### Metal 3

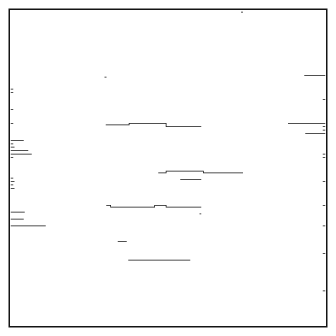
### Wires at chosen ports, followed through buffers

The bar under the picture is 50 microns long.
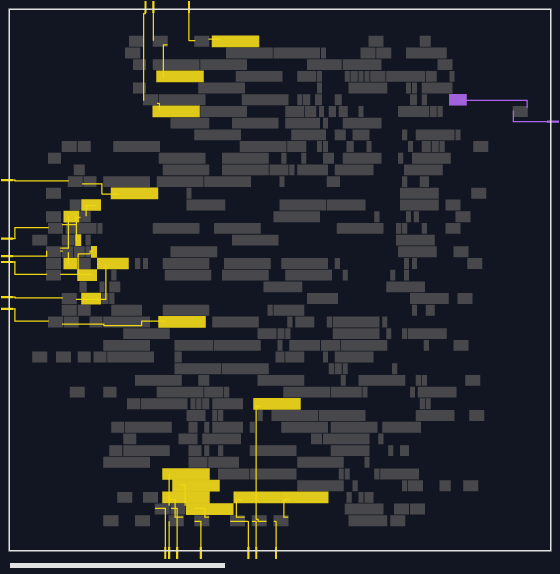
### Metal 2

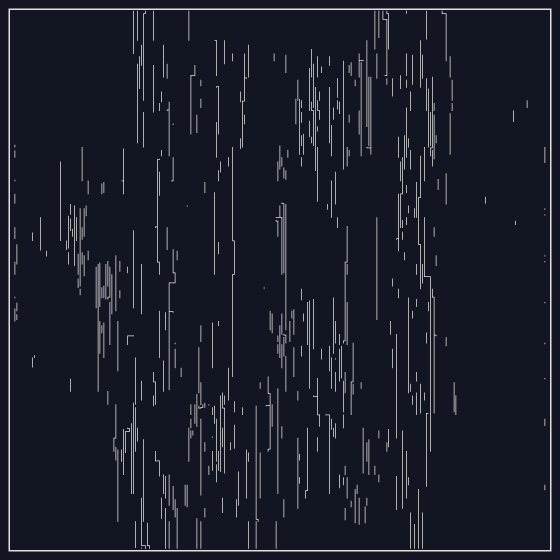
### Routing congestion map

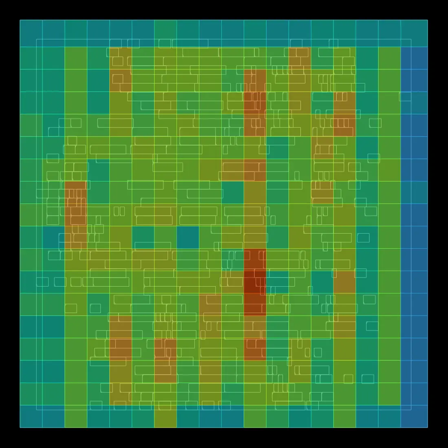
--- config.mk ---
export PLATFORM = sky130hd
export DESIGN_NAME = cskip_adder_pipe_flat
export DESIGN_NICKNAME = d
export VERILOG_FILES = /design/src/rtl/cskip_adder_pipe_if.sv /design/src/rtl/cskip_adder_pipe.sv /design/src/flat_wrapper.sv
export SDC_FILE = /design/constraint.sdc
export NUM_CORES = 1
export LEC_CHECK = 0
export ABC_AREA = 1
export CAP_MARGIN = 15
export CORE_MARGIN = 5
export CORE_UTILIZATION = 30
export CTS_CLUSTER_SIZE = 14
export DETAILED_ROUTE_END_ITERATION = 8
export PLACE_DENSITY_LB_ADDON = 0.25
export SYNTH_ARGS = -nofsm -noshare
export SYNTH_HDL_FRONTEND = slang
export SYNTH_SLANG_ARGS = --single-unit
--- constraint.sdc ---
create_clock -name clk -period 2.45 [get_ports clk]
set_clock_uncertainty 0.05 [all_clocks]
set_input_delay 0.49 -clock clk [delete_from_list [all_inputs] [get_ports clk]]
set_output_delay 0.49 -clock clk [all_outputs]
set_load 0.05 [all_outputs]
--- src/rtl/cskip_adder_pipe_if.sv ---
// Streaming operand/result bundle for the pipelined carry-skip adder/subtractor.
// The master is the producer/consumer side; the slave is the adder.
interface cskip_adder_pipe_if #(
    parameter int WIDTH = 16
);
    logic             in_valid;
    logic             in_ready;
    logic             sub;
    logic [WIDTH-1:0] a;
    logic [WIDTH-1:0] b;
    logic             out_valid;
    logic             out_ready;
    logic [WIDTH-1:0] sum;
    logic             cout;
    logic             ovf;

    modport master (
        output in_valid, sub, a, b, out_ready,
        input  in_ready, out_valid, sum, cout, ovf
    );

    modport slave (
        input  in_valid, sub, a, b, out_ready,
        output in_ready, out_valid, sum, cout, ovf
    );
endinterface

--- src/rtl/cskip_adder_pipe.sv ---
// Pipelined carry-skip adder/subtractor: one BLOCK-bit skip block per register
// stage, so the carry resolves one block per clock behind a valid/ready handshake.
module cskip_adder_pipe #(
    parameter int WIDTH = 16,
    parameter int BLOCK = 4
) (
    input logic               clk,
    input logic               rst_n,
    cskip_adder_pipe_if.slave bus
);
    localparam int NBLK = WIDTH / BLOCK;

    logic             adv;
    logic             out_valid_q;
    logic             cout_q;
    logic             ovf_q;
    logic [WIDTH-1:0] sum_q;

    // Global stall: every stage, bubbles included, freezes when the result is blocked.
    assign adv           = !out_valid_q || bus.out_ready;
    assign bus.in_ready  = adv;
    assign bus.out_valid = out_valid_q;
    assign bus.sum       = sum_q;
    assign bus.cout      = cout_q;
    assign bus.ovf       = ovf_q;

    // Stage k sees the operand bits not yet consumed (REM wide) and the DONE
    // sum bits completed so far, including its own block.
    for (genvar k = 0; k < NBLK; k++) begin : g_stg
        localparam int REM  = WIDTH - k * BLOCK;
        localparam int DONE = (k + 1) * BLOCK;

        logic [REM-1:0]   a_d;
        logic [REM-1:0]   b_d;
        logic             c_d;
        logic             v_d;
        logic [DONE-1:0]  sum_d;
        logic [BLOCK:0]   rc;
        logic [BLOCK-1:0] blk_x;
        logic [BLOCK-1:0] blk_s;
        logic             blk_p;
        logic             blk_c;

        if (k == 0) begin : g_in
            assign a_d   = bus.a;
            assign b_d   = bus.b ^ {WIDTH{bus.sub}};
            assign c_d   = bus.sub;
            assign v_d   = bus.in_valid;
            assign sum_d = blk_s;
        end else begin : g_reg
            logic [REM-1:0]       a_r;
            logic [REM-1:0]       b_r;
            logic [k*BLOCK-1:0]   s_r;
            logic                 c_r;
            logic                 v_r;

            always_ff @(posedge clk or negedge rst_n) begin
                if (!rst_n) begin
                    v_r <= 1'b0;
                end else if (adv) begin
                    v_r <= g_stg[k-1].v_d;
                end
            end

            // NOTE: datapath flops carry no reset; only the valid bits decide
            // whether their contents mean anything, so a reset here buys nothing.
            always_ff @(posedge clk) begin
                if (adv) begin
                    a_r <= g_stg[k-1].a_d[REM+BLOCK-1:BLOCK];
                    b_r <= g_stg[k-1].b_d[REM+BLOCK-1:BLOCK];
                    s_r <= g_stg[k-1].sum_d;
                    c_r <= g_stg[k-1].blk_c;
                end
            end

            assign a_d   = a_r;
            assign b_d   = b_r;
            assign c_d   = c_r;
            assign v_d   = v_r;
            assign sum_d = {blk_s, s_r};
        end

        always_comb begin
            blk_x = a_d[BLOCK-1:0] ^ b_d[BLOCK-1:0];
            blk_s = '0;
            rc    = '0;
            rc[0] = c_d;
            for (int i = 0; i < BLOCK; i++) begin
                blk_s[i] = blk_x[i] ^ rc[i];
                rc[i+1]  = (a_d[i] & b_d[i]) | (blk_x[i] & rc[i]);
            end
        end

        // Skip mux: an all-propagate block passes its carry-in straight through.
        assign blk_p = &blk_x;
        assign blk_c = blk_p ? c_d : rc[BLOCK];
    end

    always_ff @(posedge clk or negedge rst_n) begin
        if (!rst_n) begin
            out_valid_q <= 1'b0;
            sum_q       <= '0;
            cout_q      <= 1'b0;
            ovf_q       <= 1'b0;
        end else if (adv) begin
            out_valid_q <= g_stg[NBLK-1].v_d;
            if (g_stg[NBLK-1].v_d) begin
                sum_q  <= g_stg[NBLK-1].sum_d;
                cout_q <= g_stg[NBLK-1].blk_c;
                ovf_q  <= g_stg[NBLK-1].blk_c ^ g_stg[NBLK-1].rc[BLOCK-1];
            end
        end
    end
endmodule

--- src/flat_wrapper.sv ---
// flat-port wrapper written by rule: the top's interface ports become plain ports
module cskip_adder_pipe_flat 
#(
    parameter int WIDTH = 16,
    parameter int BLOCK = 4
)
  (clk, rst_n, bus_in_valid, bus_sub, bus_a, bus_b, bus_out_ready, bus_in_ready, bus_out_valid, bus_sum, bus_cout, bus_ovf);
  cskip_adder_pipe_if #(.WIDTH(WIDTH)) bus_i ();
  input logic clk;
  input logic rst_n;
  input wire logic [$bits(bus_i.in_valid)-1:0] bus_in_valid;
  input wire logic [$bits(bus_i.sub)-1:0] bus_sub;
  input wire logic [$bits(bus_i.a)-1:0] bus_a;
  input wire logic [$bits(bus_i.b)-1:0] bus_b;
  input wire logic [$bits(bus_i.out_ready)-1:0] bus_out_ready;
  output wire logic [$bits(bus_i.in_ready)-1:0] bus_in_ready;
  output wire logic [$bits(bus_i.out_valid)-1:0] bus_out_valid;
  output wire logic [$bits(bus_i.sum)-1:0] bus_sum;
  output wire logic [$bits(bus_i.cout)-1:0] bus_cout;
  output wire logic [$bits(bus_i.ovf)-1:0] bus_ovf;
  assign bus_i.in_valid = bus_in_valid;
  assign bus_i.sub = bus_sub;
  assign bus_i.a = bus_a;
  assign bus_i.b = bus_b;
  assign bus_i.out_ready = bus_out_ready;
  assign bus_in_ready = bus_i.in_ready;
  assign bus_out_valid = bus_i.out_valid;
  assign bus_sum = bus_i.sum;
  assign bus_cout = bus_i.cout;
  assign bus_ovf = bus_i.ovf;
  cskip_adder_pipe #(.WIDTH(WIDTH), .BLOCK(BLOCK)) u_core (.clk(clk), .rst_n(rst_n), .bus(bus_i));
endmodule
==> out/metrics.csv <==
stage,metric,value,unit
final_timing,final clock period utilization by the worst path,95.6,%
cells_and_area,design area,5100,sq um
die,Die X,126,microns
worst_setup_path,worst path cell trace,clkdlybuf4s50_1 -> xnor2_1 -> fa_1 -> fa_1 -> inv_1 -> fa_1,
cells_and_area,FF+latch area,2800,sq um
worst_setup_path,Critical Path AT,2.37,ns
job,tool warning count,42,
final_timing,unrepaired setup endpoints after global routing,no,
worst_hold_path,Min-Delay Path Class,reg2reg,
cts,H-tree depth,3,
global_route,largest net degree at the start of global routing,81,
global_route,number of global-route vias before repair,2150,
synthesis,register share after synthesis,69.9,%
synthesis,Max-area cell share,56.2,%
worst_setup_path,depth of the most critical reg-to-reg path,8,
synthesis,adder-cell share of the synthesized area,12.2,%
worst_setup_path,CP Class,in2reg,
route,total number of vias,2016,
die,core area,13200,sq um
final_timing,Slew Limit Fails,0,
cells_and_area,Nets,405,
synthesis,Post-Syn Nets,333,
worst_setup_path,crit path buf inv count,2,
synthesis,Multiplexer share,0.250,%
synthesis,top-count cell post-synth,edfxtp_1,
worst_setup_path,Top Family by Delay on Critical Path,adder cells,
worst_setup_path,maximum fanout along the worst path,2,
synthesis,Yosys chip area,4010,sq um
placed_design,routability congestion estimate,0.765,
worst_setup_path,total stage count of the critical path,6,
die,# rows,42,
synthesis,fraction of registers with async set/reset,22.7,%
final_timing,setup_tns,0,ns
placed_design,Place WS,-0.369,ns
cts,CTS tree,done,
job,number of max-cap violations,0,
synthesis,Main logic family,adder cells,
route,drt total wl,5850,microns
pwr,cell area power density,1200,nW/um^2
final_timing,Worst-Margin Slew,0.513,ns
cts,clock sinks,97,
final_timing,min Tclk post-route,2.34,ns
synthesis,largest area contributor in the netlist,edfxtp_1,
synthesis,"Compound Share, Synth",1.65,%
final_timing,Final Hold Viols,0,
cts,Worst-Skew Late Latency,0.34,ns
cts,cts bufs inserted,9,
worst_hold_path,worst hold path depth,0,
placed_design,dpl cells,501,
synthesis,Synthesized registers,97,
synthesis,Largest cells by area,"edfxtp_1, dfrtp_1, fa_1",
synthesis,ys cells,266,
cells_and_area,MI comb area,1010,sq um
synthesis,most frequent cells after synthesis,"edfxtp_1, nand2_1, inv_1, dfrtp_1",
placed_design,Placed Area,4810,sq um
cts,hold-fix buffer count after cts,0,
route,Final ANT Viol Nets,0,
synthesis,Synthesis Warnings,0,
placed_design,hpwl dp,4260,microns
cells_and_area,most numerous logic cell after layout,edfxtp_1,
die,num ports,57,
worst_setup_path,cell mode on critical path,fa_1,
die,Die Y,126,microns
cells_and_area,# fillers,1253,
cts,Worst-path clk slew,0.06,ns
worst_setup_path,CP Launch Type,primary input,
global_route,first-pass GRT wire length,10100,microns
final_timing,Final WS setup,0.109,ns
pwr,Total Power,6.10,mW
synthesis,Cell Type Count,25,
route,Pre-Repair DR Iteration Count,4,
synthesis,synthesized area,4010,sq um
synthesis,Basic Gates by Area,7.43,%
worst_setup_path,"Data required, critical path",2.48,ns
die,fp util,30.4,%
cells_and_area,Util after Layout,38.7,%
run_status,status,"complete, no violations",
final_timing,Hold Worst Slack,0.368,ns
synthesis,average size of a mapped cell,15.1,sq um
cells_and_area,P&R area growth vs syn,27.2,%
## Picture notes: 'Metal 3'
The layer holds 4.1% of the routed length. The wires run mostly horizontal. The longest straight run is 24.4 microns. 33 nets have wire on it. The layer carries 241 microns of wire.

## Picture notes: 'Wires at chosen ports, followed through buffers'
Key: yellow = bus_a [bits 16, direction input, end cells 20, wire 342 microns]; purple = bus_out_ready [bits 1, direction input, end cells 1, wire 27.6 microns]

## Picture notes: 'Metal 2'
The longest straight run is 40.6 microns. The wires run mostly vertical. The layer holds 48% of the routed length. The layer carries 2800 microns of wire. 314 nets have wire on it.

## Picture notes: 'Routing congestion map'
met1 Use GR: 10.2%
drt wl/cell: 11.3 microns
gr busiest metal: met2

==> what timing repair did <==
item,4_1_cts,5_1_grt
cloned,0,0
setup buffers,1,1
pin swaps,0,2
setup endpoints to repair,2,3
resized,3,5
==> routing by layer <==
| metal | global-route usage (%) | wire length [microns] |
|---|---|---|
| met4 | 4.02 | 138 |
| met5 | 0 | 0 |
| met1 | 10.2 | 2670 |
| met2 | 12.5 | 2800 |
| met3 | 2.81 | 240 |
==> path summary, 6_finish.rpt <==
kind | from | to | slack, ns
worst max-delay path | bus_b[1] | u_core.g_stg[1].g_reg.s_r[3]$_DFFE_PN_ | 0.11
worst min register to register | u_core.g_stg[1].a_d[5]$_DFFE_PN_ | u_core.g_stg[2].a_d[1]$_DFFE_PN_ | 0.37
min in group asynchronous | rst_n | u_core.bus.sum[9]$_DFFE_PN0P_ | 0.46
worst max register to register | u_core.g_stg[2].b_d[0]$_DFFE_PN_ | u_core.g_stg[3].g_reg.s_r[11]$_DFFE_PN_ | 0.13
max in group asynchronous | rst_n | u_core.bus.out_valid$_DFFE_PN0N_ | 1.65
worst min-delay path | u_core.g_stg[1].a_d[5]$_DFFE_PN_ | u_core.g_stg[2].a_d[1]$_DFFE_PN_ | 0.37
==> final cells by class <==
| type | count | share of cell area [%] |
|---|---|---|
| clock inverters | 7 | 0.908 |
| multi-input cells | 126 | 19.8 |
| repair buffers | 65 | 12.5 |
| clock buffers | 9 | 4.42 |
| well taps | 176 | 4.32 |
| inverters | 39 | 3.09 |
| flip-flops and latches | 97 | 55.0 |
==> where the power goes <==
part	switching, mW	total [mW]	internal (mW)
registers	0.254	2.81	2.55
logic	1.32	2.03	0.715
clock network	0.568	1.25	0.685
Power and IR drop assume default switching activity.
